`src/rtl/plot_arbiter.sv`:
```
// Four-player plot arbiter with full-screen clear for a VGA adapter.
// Round-robin pixel grants, one registered plot strobe per cycle.
module plot_arbiter #(
    parameter int         SCR_W  = 160,
    parameter int         SCR_H  = 120,
    parameter logic [2:0] P1_COL = 3'b001,
    parameter logic [2:0] P2_COL = 3'b010,
    parameter logic [2:0] P3_COL = 3'b100,
    parameter logic [2:0] P4_COL = 3'b110
) (
    input  logic        CLOCK_50,
    input  logic        reset,
    input  logic [3:0]  req,
    input  logic [14:0] p1,
    input  logic [14:0] p2,
    input  logic [14:0] p3,
    input  logic [14:0] p4,
    input  logic        clear_req,
    input  logic [2:0]  clear_colour,
    output logic [7:0]  x,
    output logic [6:0]  y,
    output logic [2:0]  colour,
    output logic        plot,
    output logic [3:0]  gnt,
    output logic        clearing,
    output logic        clear_done
);

    typedef enum logic [1:0] {IDLE, SERVE, CLEAR} state_t;

    localparam logic [8:0] W_LIM  = SCR_W[8:0];
    localparam logic [7:0] H_LIM  = SCR_H[7:0];
    localparam logic [7:0] CX_MAX = 8'(SCR_W - 1);
    localparam logic [6:0] CY_MAX = 7'(SCR_H - 1);

    state_t      state, state_n;
    logic [1:0]  ptr, ptr_n;
    logic [7:0]  cx, cx_n;
    logic [6:0]  cy, cy_n;
    logic [2:0]  fill_col, fill_col_n;
    logic        fill_end, fill_end_n;
    logic [7:0]  x_n;
    logic [6:0]  y_n;
    logic [2:0]  colour_n;
    logic        plot_n, clearing_n, clear_done_n;
    logic [3:0]  gnt_n;

    logic [1:0]  win;
    logic        hit;
    logic [14:0] pos;
    logic [2:0]  pcol;
    logic        on_screen;

    // Round-robin search starting one past the last granted player.
    always_comb begin
        logic [1:0] idx;
        win = ptr;
        hit = 1'b0;
        for (int i = 1; i <= 4; i++) begin
            idx = ptr + i[1:0];
            if (!hit && req[idx]) begin
                hit = 1'b1;
                win = idx;
            end
        end
        unique case (win)
            2'd0: begin pos = p1; pcol = P1_COL; end
            2'd1: begin pos = p2; pcol = P2_COL; end
            2'd2: begin pos = p3; pcol = P3_COL; end
            default: begin pos = p4; pcol = P4_COL; end
        endcase
        on_screen = ({1'b0, pos[14:7]} < W_LIM) && ({1'b0, pos[6:0]} < H_LIM);
    end

    // Next-state and next-output logic; outputs default to idle strobes.
    always_comb begin
        state_n      = state;
        ptr_n        = ptr;
        cx_n         = cx;
        cy_n         = cy;
        fill_col_n   = fill_col;
        fill_end_n   = fill_end;
        x_n          = x;
        y_n          = y;
        colour_n     = colour;
        plot_n       = 1'b0;
        gnt_n        = 4'b0000;
        clearing_n   = 1'b0;
        clear_done_n = 1'b0;
        case (state)
            CLEAR: begin
                if (fill_end) begin
                    clear_done_n = 1'b1;
                    fill_end_n   = 1'b0;
                    state_n      = IDLE;
                end else begin
                    x_n        = cx;
                    y_n        = cy;
                    colour_n   = fill_col;
                    plot_n     = 1'b1;
                    clearing_n = 1'b1;
                    if (cx == CX_MAX && cy == CY_MAX) begin
                        fill_end_n = 1'b1;
                    end else if (cx == CX_MAX) begin
                        cx_n = 8'd0;
                        cy_n = cy + 7'd1;
                    end else begin
                        cx_n = cx + 8'd1;
                    end
                end
            end
            default: begin
                if (clear_req) begin
                    state_n    = CLEAR;
                    cx_n       = 8'd0;
                    cy_n       = 7'd0;
                    fill_col_n = clear_colour;
                    fill_end_n = 1'b0;
                end else if (hit) begin
                    gnt_n    = 4'b0001 << win;
                    x_n      = pos[14:7];
                    y_n      = pos[6:0];
                    colour_n = pcol;
                    plot_n   = on_screen;
                    ptr_n    = win;
                    state_n  = SERVE;
                end else begin
                    state_n = IDLE;
                end
            end
        endcase
    end

    // State and registered outputs; reset aborts any fill silently.
    always_ff @(posedge CLOCK_50) begin
        if (reset) begin
            state      <= IDLE;
            ptr        <= 2'd3;
            cx         <= 8'd0;
            cy         <= 7'd0;
            fill_col   <= 3'd0;
            fill_end   <= 1'b0;
            x          <= 8'd0;
            y          <= 7'd0;
            colour     <= 3'd0;
            plot       <= 1'b0;
            gnt        <= 4'b0000;
            clearing   <= 1'b0;
            clear_done <= 1'b0;
        end else begin
            state      <= state_n;
            ptr        <= ptr_n;
            cx         <= cx_n;
            cy         <= cy_n;
            fill_col   <= fill_col_n;
            fill_end   <= fill_end_n;
            x          <= x_n;
            y          <= y_n;
            colour     <= colour_n;
            plot       <= plot_n;
            gnt        <= gnt_n;
            clearing   <= clearing_n;
            clear_done <= clear_done_n;
        end
    end

endmodule
```
`config.mk`:
```
export PLATFORM = sky130hd
export DESIGN_NAME = plot_arbiter
export DESIGN_NICKNAME = d
export VERILOG_FILES = /design/src/rtl/plot_arbiter.sv
export SDC_FILE = /design/constraint.sdc
export NUM_CORES = 1
export LEC_CHECK = 0
export ABC_AREA = 0
export CORE_AREA = 2 2 89 91
export DETAILED_ROUTE_END_ITERATION = 8
export DIE_AREA = 0 0 91 93
export PLACE_DENSITY = 0.67
export SYNTH_ARGS = -nofsm -noshare
export SYNTH_HDL_FRONTEND = slang
export SYNTH_SLANG_ARGS = --single-unit
export TNS_END_PERCENT = 5
```
`constraint.sdc`:
```
create_clock -name CLOCK_50 -period 3.7 [get_ports CLOCK_50]
set_input_delay 1.11 -clock CLOCK_50 [delete_from_list [all_inputs] [get_ports CLOCK_50]]
set_output_delay 1.11 -clock CLOCK_50 [all_outputs]
set_load 0.02 [all_outputs]
```
==> git commit body <==
Add synthesis and place-and-route results

- Hold-check failures listed in the final report amount to 0.
- Worst max-slew margin expressed relative to the limit: 49.6%
- Count of TritonRoute iterations in the first routing pass: 4
- The pin closest to its max-slew limit shows a slew of roughly 0.75 ns.
* Post-layout nets: 461
- Cell type contributing the most total cell area after synthesis: dfxtp_1
* Internal Power: 0.000943 W
- Relative area change from synthesis to final layout: 44.8%
* Max Freq: 308 MHz
- For the worst setup path, the data required time is 3.90 ns.
* Half-perimeter wire length after placement: 5390 um
- RePlAce ended its routability-driven mode at a weighted congestion of 0.789.
- The share of synthesized area in the top cell type comes to 37.4%.
- Number of vias in the routed layout: 2,491
* Share of synthesized registers carrying an async set or reset: 0%
* Mapped Nets: roughly 370
- I/O Pins: 95
- For the finished layout, the period the worst path requires is 3.25 ns.
* CTS H-tree lvls: 2
* Antenna violations before repair: 0
- In the final layout, the share of cells above drive strength 1 is under 10%.
- CTS sink count: between 40 and 50
* Post-DR wirelength/cell: 14.4 um
* Cell-by-cell listing of the critical path: clkdlybuf4s50_1 > nand2b_1 > o21a_1 > mux2i_4 > mux2i_1 > mux2_2 > or4_1 > a31o_1
- The number of placed instances, taps included, is between 400 and 500.
- Pin count of the biggest net entering global routing: 35
* Clock insertion delay at the later pin of the skew report: approximately 0.3 ns
- The script parses the final routing iteration and logs DRC violations as 0.
- Synthesized-area fraction occupied by and/or/nand/nor cells: 21.9%
- The critical path runs through a total of 8 cells.
- CTS tree: built
- Largest regs: cx: 8 flops, x: 8 flops
- In the setup report, the worst path falls into the class input pin to register.
- Of the total synthesized cell area, the portion taken by XOR and XNOR cells is 3.75%.
- Switching power total: 0.000419 W
- Once iteration 0 of detailed routing completed, the report listed 96 DRC markers.
- Worst Setup SP: req[1]
- Vias per cell: roughly 5.1
- Leaving out fill and tap cells, the most frequent cells in the layout are 94 x clkdlybuf4s50_1, 48 x dfxtp_1, 44 x nand2_1.
- Sequential fraction of the synthesis area: 37.4%
* Ratio of total power to cell area: 366 nW/um^2
- Post-synthesis share of cell area spent on and-or and or-and gates: 16.9%
* Total leakage power: 1.41 nW
- Per the placement log, port buffering inserted roughly 94 buffers.
* Sw Ratio: 30.8%
- Core utilization at floorplan: 34.2%
* Portion of total power attributed to combinational logic: 33.7%
* Critical path's largest stage delay: roughly 0.54 ns
- The startpoint identified for the worst hold timing path is fill_col[0]$_SDFFE_PP0P_.
- Crit path buf inv count: 1
- According to the floorplan report, the total die area is 8460 sq um.
* Max-slew violation count: 0
- Crit path capture type: register
* Most instantiated logic cell after routing: clkdlybuf4s50_1
- The flow ran to the end, and the final reports show no timing, DRC or antenna violations.
- Number of global-route vias before repair: ~2,400
- STA on the placed design reports a worst setup slack of 0.131 ns.
- OpenROAD reports that the post-layout worst path occupies just under 90% of the period.
* Top area cells in the synthesized netlist: dfxtp_1 37%, mux2i_1 7.8%, nand2_1 6.4%, mux2_2 6.1%, nor2_1 5.1%
* Antenna viol nets, final: 0
- For the worst setup path, the data arrival time is 3.45 ns.
* Area of the core: 7530 sq um
- Overall global routing resource usage: 16.8%
* Routed wire length: 7090 um
- Worst r2r src: ptr[0]$_SDFFE_PP1P_
- The floorplan step set the die width to between 90 and 100 um.
- Synth Register Bits: 48
- Syn. warnings: 0
- Number of setup violations in the final report: 0
- Placement Rows: 32
* Power after layout: ~0.0014 W
- The report puts the hold buffer count at CTS at 0.
* Top fanout value on the critical path: 8
- After synthesis, the design contains 300 cells according to Yosys.
- Grt total ovfl: 0
- Post CTS Setup Buffer Count: 0
- The vertical die dimension reported for this design is 93 um.
- In the synthesis report, Yosys lists the chip area as 2570 sq um.
* Gate count of the mapped netlist: ~300
* Global-route wire length before repair: 11,600 um
synthesized netlist by cell type (2+ instances only):
master and instances:
nand3_1 8, o21ai_0 9, mux2_2 14, nor2_1 35, nor2b_1 3, buf_2 3, xor2_1 8, clkbuf_1 15
nand2b_1 6, nand2_1 44, xnor2_1 3, a311oi_1 11, mux2i_1 20, o211ai_1 13, nand4_1 4, a211o_1 3
ha_1 2, and3_1 3, o211a_1 4, a21oi_1 8, nor3_1 10, a211oi_1 2, dfxtp_1 48, nor4_1 4
area by class of cell:
class                      count  area (sq um)
timing repair buffer         102          1010
tap                          102           128
fill                         734          3800
clock buffer                   8          90.1
sequential                    48           961
inverter                       1          3.75
multi-input combinational    231          1530
layer usage:
layer / share of wire [%] / GRT usage, % / routed length (um) / vias to the layer above
li1: - / - / - / 1262
met1: 47 / 22.7 / 3340 / 1141
met2: 45 / 27.3 / 3210 / 81
met3: 6.7 / 4.03 / 476 / 7
met4: 0.80 / 3.54 / 57 / 0
met5: 0 / 0 / 0 / -
final timing paths:
kind,end
worst max register to register,plot$_SDFF_PP0_
worst max-delay path,plot$_SDFF_PP0_
worst min register to register,fill_col[0]$_SDFFE_PP0P_
worst min-delay path,fill_col[0]$_SDFFE_PP0P_
per-stage QoR:
stage	area, sq um	hold WS, ns
after detailed placement	3630	0.449
after global placement	3630	0.444
after CTS	3720	0.461
after floorplan	2570	0.433
final	3720	0.465
after global routing	3720	0.484
power by group through the flow:
| stage | Combinational [W] | Sequential [W] | Clock, W |
|---|---|---|---|
| floorplan | 0.000227 | 0.000623 | 0 |
| global placement | 0.000456 | 0.000588 | 0 |
| detailed placement | 0.000460 | 0.000590 | 0 |
| CTS | 0.000462 | 0.000578 | 0.000329 |
| global route | 0.000498 | 0.000583 | 0.000349 |
| finish | 0.000458 | 0.000578 | 0.000325 |
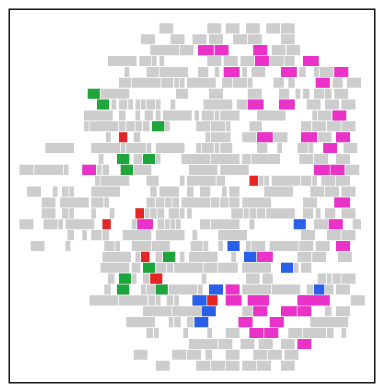
Fig. 1. Selected gate families.
Drawn at 4 px/um.
[red] AND and OR gates | cells: 7
[magenta] multiplexers | cells: 36
[green] XOR/XNOR gates | cells: 11
[blue] AND-OR and OR-AND gates | cells: 9

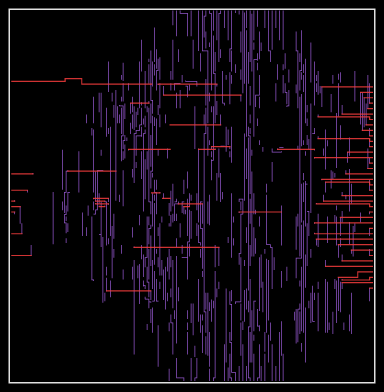
Fig. 2. Routed metal, one colour a layer.
Drawn at 4 px/um. Only two layers are drawn.
[purple] metal 2 | wire length: 3,210 um
[red] metal 3 | wire length: 477 um

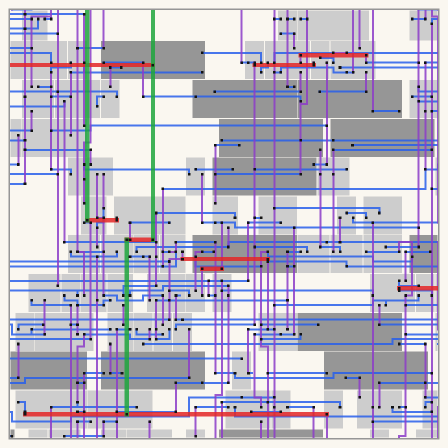
Fig. 3. Layout detail.
Window x 30 to 60, y 32 to 62 um. Cells in grey, sequential cells in the stronger grey; small squares are vias.
[purple] metal 2
[blue] metal 1
[green] metal 4
[red] metal 3
cells with their middle in the window: 66
sequential cells in the window: 11
most frequent: dfxtp_1 (11), nor2_1 (10), nand2_1 (8)
netlist names of flops here include: cx (2), cy (2), state (2)

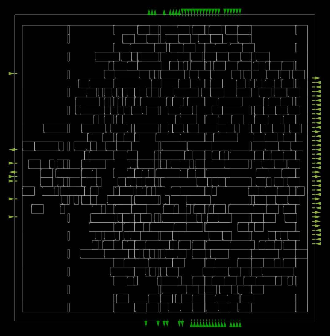
Fig. 4. Cell placement.
non-filler cells in the finished layout: 492
fillcell total: 734
final core area utilization: 49.5%
sequential cell count of the final layout: 48
register fraction of the total cell area: 25.8%

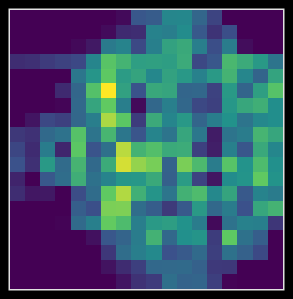
Fig. 5. Wire density map.
Drawn at 3 px/um. 18 x 19 tiles, from dark purple (low) to yellow (high), scaled to the fullest tile. Values are wire area over tile area, all layers added.
tiles over half the peak: 26%
emptiest ninth of the die: south-west
densest ninth of the die: centre
nearly empty tiles: 24%

Power figures rest on the tool's default switching activity, not on a simulated workload.
